pinout.png
(6 px per um) Pins as bars across the die edge, other pins in grey.
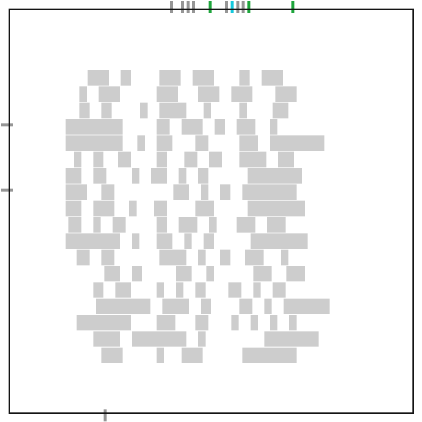
layers.png
(4 px per um) Two of the layers only.
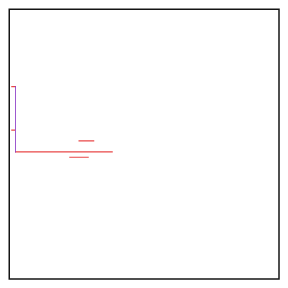
**config.mk**
```make
export PLATFORM = sky130hd
export DESIGN_NAME = intersection_ctrl
export DESIGN_NICKNAME = d
export VERILOG_FILES = /design/src/rtl/intersection_ctrl.sv
export SDC_FILE = /design/constraint.sdc
export NUM_CORES = 1
export LEC_CHECK = 0
export CELL_PAD_IN_SITES_DETAIL_PLACEMENT = 2
export CELL_PAD_IN_SITES_GLOBAL_PLACEMENT = 2
export CORE_MARGIN = 8
export CORE_UTILIZATION = 33
export DETAILED_ROUTE_END_ITERATION = 10
export PLACE_DENSITY = 0.92
export SLEW_MARGIN = 20
export SYNTH_ARGS = -nofsm -noshare
export SYNTH_HDL_FRONTEND = slang
export SYNTH_SLANG_ARGS = --single-unit
export TNS_END_PERCENT = 10
```
**constraint.sdc**
```tcl
create_clock -name clk -period 2.83 [get_ports clk]
set_input_delay 0.849 -clock clk [delete_from_list [all_inputs] [get_ports clk]]
set_output_delay 0.849 -clock clk [all_outputs]
set_load 0.03 [all_outputs]
```
**src/rtl/intersection_ctrl.sv**
```systemverilog
// Two-way intersection sequencer: NS main road rests on green, EW vehicle and
// pedestrian requests are latched and served through yellow and all-red
// clearance phases. All lamp outputs are decoded from registered state only.
// Every duration parameter must lie in 1..2^TW-1.
module intersection_ctrl #(
  parameter int NS_GREEN_MIN_T = 10,
  parameter int EW_GREEN_T     = 10,
  parameter int YELLOW_T       = 4,
  parameter int CLEAR_T        = 2,
  parameter int WALK_T         = 8,
  parameter int TW             = 8
) (
  input  logic       clk,
  input  logic       rst,        // asynchronous, active-low
  input  logic       ew_car_req,
  input  logic       ped_req,
  output logic       ns_red,
  output logic       ns_yellow,
  output logic       ns_green,
  output logic       ew_red,
  output logic       ew_yellow,
  output logic       ew_green,
  output logic       walk,
  output logic [2:0] phase
);

  typedef enum logic [2:0] {
    S_NS_GO   = 3'd0,
    S_NS_YLW  = 3'd1,
    S_CLR_A   = 3'd2,
    S_EW_GO   = 3'd3,
    S_EW_YLW  = 3'd4,
    S_CLR_B   = 3'd5,
    S_WALK    = 3'd6,
    S_ILLEGAL = 3'd7
  } state_t;

  // Timer reload values: a state lasts exactly its duration because the
  // timer is loaded with duration-1 on entry and the exit happens at zero.
  localparam logic [TW-1:0] L_NS_GO  = TW'(NS_GREEN_MIN_T - 1);
  localparam logic [TW-1:0] L_EW_GO  = TW'(EW_GREEN_T - 1);
  localparam logic [TW-1:0] L_YELLOW = TW'(YELLOW_T - 1);
  localparam logic [TW-1:0] L_CLEAR  = TW'(CLEAR_T - 1);
  localparam logic [TW-1:0] L_WALK   = TW'(WALK_T - 1);

  state_t          r_state;
  state_t          w_state_nxt;
  logic [TW-1:0]   r_timer;
  logic [TW-1:0]   w_timer_nxt;
  logic            r_ew_pend;
  logic            r_ped_pend;
  logic            w_enter_ew;
  logic            w_enter_walk;

  function automatic logic [TW-1:0] dur_m1(input state_t s);
    logic [TW-1:0] d;
    case (s)
      S_NS_GO:            d = L_NS_GO;
      S_NS_YLW, S_EW_YLW: d = L_YELLOW;
      S_CLR_A, S_CLR_B:   d = L_CLEAR;
      S_EW_GO:            d = L_EW_GO;
      S_WALK:             d = L_WALK;
      default:            d = L_NS_GO;
    endcase
    return d;
  endfunction

  // Next-state and timer: transitions are only taken when the timer has
  // expired; the illegal encoding recovers to NS green immediately.
  always_comb begin
    w_state_nxt = r_state;
    w_timer_nxt = (r_timer != '0) ? (r_timer - TW'(1)) : '0;
    if (r_state == S_ILLEGAL) begin
      w_state_nxt = S_NS_GO;
    end else if (r_timer == '0) begin
      case (r_state)
        S_NS_GO:  if (r_ew_pend || r_ped_pend) w_state_nxt = S_NS_YLW;
        S_NS_YLW: w_state_nxt = S_CLR_A;
        S_CLR_A:  w_state_nxt = r_ped_pend ? S_WALK : S_EW_GO;
        S_EW_GO:  w_state_nxt = S_EW_YLW;
        S_EW_YLW: w_state_nxt = S_CLR_B;
        S_CLR_B:  w_state_nxt = r_ped_pend ? S_WALK : S_NS_GO;
        // WALK always returns to NS so a waiting EW car cannot starve NS.
        S_WALK:   w_state_nxt = S_NS_GO;
        default:  w_state_nxt = S_NS_GO;
      endcase
    end
    if (w_state_nxt != r_state) begin
      w_timer_nxt = dur_m1(w_state_nxt);
    end
  end

  assign w_enter_ew   = (w_state_nxt == S_EW_GO) && (r_state != S_EW_GO);
  assign w_enter_walk = (w_state_nxt == S_WALK)  && (r_state != S_WALK);

  // State and timer registers; reset aborts any phase back to NS green.
  always_ff @(posedge clk or negedge rst) begin
    if (!rst) begin
      r_state <= S_NS_GO;
      r_timer <= L_NS_GO;
    end else begin
      r_state <= w_state_nxt;
      r_timer <= w_timer_nxt;
    end
  end

  // Sticky request latches; a new request on the serving edge wins over the
  // clear, so a request made during its own phase is served next time round.
  always_ff @(posedge clk or negedge rst) begin
    if (!rst) begin
      r_ew_pend  <= 1'b0;
      r_ped_pend <= 1'b0;
    end else begin
      r_ew_pend  <= ew_car_req | (r_ew_pend  & ~w_enter_ew);
      r_ped_pend <= ped_req    | (r_ped_pend & ~w_enter_walk);
    end
  end

  // Moore lamp decode from the state register only.
  assign ns_green  = (r_state == S_NS_GO);
  assign ns_yellow = (r_state == S_NS_YLW);
  assign ns_red    = !(ns_green || ns_yellow);
  assign ew_green  = (r_state == S_EW_GO);
  assign ew_yellow = (r_state == S_EW_YLW);
  assign ew_red    = !(ew_green || ew_yellow);
  assign walk      = (r_state == S_WALK);
  assign phase     = r_state;

endmodule

```
==> deck_impl_summary.md <==
Physical Implementation Snapshot

Power and ir drop
  – Net Sw Frac: 0.457
  – P_int: 0.000476 W
  – Clock group share of total power: 0.132
  – PD cells: 837 nW/um^2
  – Seq pwr share: 0.395

Synth
  – Yosys cell types: 37
  – Sequential element share of the synthesized area: 0.381
  – Ys cells: 101
  – Syn Area/Cell: 8.52 sq um
  – Main synth FF type: dfrtp_1
  – Net Count, Synth: 107

Finish
  – FF/Latch Area: 330 sq um
  – Share of post-route cells with drive strength above 1: 0.114
  – Signal inverters: 6
  – Synth-to-Final Area Change: 21.7%
  – # fillers: 285
  – Dominant logic cell type in the layout: nor2_1
  – CLK BUF: 4

Global route
  – GRT Overall Usage: 0.126
  – Global route total overflow: 0
  – Initial antenna violation count: 0

Timing
  – Final setup TNS: 0 ns
  – Hold Vio Cnt, Final: 0
  – F_max: 0.364 GHz
  – Final Cycle Share: 0.971
  – Max-slew violation count: 0

Critical path
  – Crit-path cells: or2_2 > nor2_1 > clkdlybuf4s50_1
  – Crit path max-delay family: buffers and inverters
  – R2R Path Start: r_timer[1]
  – Crit Path Class: flop to primary output
  – Crit start category: flop
  – RR Endpoint: r_timer[3]
  – Worst Path Max Fanout: 13
  – Setup crit end: ns_yellow
  – Crit path largest cell delay: 0.68 ns

Outcome
  – Outcome: finished clean

CTS
  – Htree depth: 1

Floorplanning
  – Init Core Util: 0.347

Min path
  – Worst hold path depth: 1
  – Worst Hold Class: flop to flop

Placed design
  – Cell Area, Placed: 1010 sq um
  – Dpl cells: 140
  – Post-detail-place hpwl: 1920 um

Flow run
  – Max_cap viols: 0

Routing
  – Pre-antenna DRT Iters: 4
Notes on pinout.png above:
legend:
  green:
    port: phase
    pins: 3
    direction: output
    edge: north
  cyan:
    port: ns_yellow
    pins: 1
    direction: output
    edge: north
die width: 67.1 um
die height: 67.1 um
port bufs: 13

Notes on layers.png above:
legend:
  red:
    layer: M3
    wire_length: 34.0 um
  purple:
    layer: M4
    wire_length: 16.3 um
Post-Route WL: 2650 um
via count of the routed design: 793

## per-layer routing
| metal | share of wire | up-vias | GRT usage |
|---|---|---|---|
| li1 | - | 380 | - |
| met1 | 0.44 | 405 | 0.150 |
| met2 | 0.54 | 6 | 0.227 |
| met3 | 0.013 | 2 | 0.0201 |
| met4 | 0.0060 | 0 | 0.0313 |
| met5 | 0 | - | 0 |
## flip-flops by register name, summed over array words and instances (netlist names)
signal	flops
r_ped_pend	1
phase	3
r_ew_pend	1
r_timer	8
## synthesized netlist by cell type, types with 2 or more instances
master / n
or3_1: 2
nor3_1: 3
inv_1: 6
nor4_1: 2
ha_1: 2
nand2b_1: 3
xor2_1: 2
mux2i_1: 2
dfrtp_1: 11
xnor2_1: 3
clkbuf_1: 5
a21oi_1: 7
nand2_1: 7
o21ai_0: 4
a31oi_1: 2
nand3_1: 2
dfstp_2: 2
o22ai_1: 2
a21o_1: 2
o21a_1: 2
nor2_1: 14
## cells by family (layout without fill, tap and decap cells)
family / Yosys count / in the layout / synth area share
buf+inv: 12 / 25 / 0.0610
compound gates: 24 / 24 / 0.177
xor+xnor: 5 / 5 / 0.0509
fa+ha+maj: 3 / 3 / 0.0407
simple gates: 42 / 42 / 0.266
flops: 13 / 13 / 0.381
mux: 2 / 2 / 0.0233
## power groups by stage
| stage | clock [W] | combinational (W) | sequential, W |
|---|---|---|---|
| floorplan | 0 | 0.000266 | 0.000337 |
| global placement | 0 | 0.000393 | 0.000339 |
| detailed placement | 0 | 0.000412 | 0.000345 |
| CTS | 0.000120 | 0.000424 | 0.000345 |
| global route | 0.000133 | 0.000447 | 0.000356 |
| finish | 0.000116 | 0.000414 | 0.000346 |
## timing repair
action,4_1_cts,5_1_grt
pin swaps,0,0
resized,1,3
endpoints found under the setup margin,2,4
gates cloned,0,0
Power figures rest on the tool's default switching activity, not on a simulated workload.
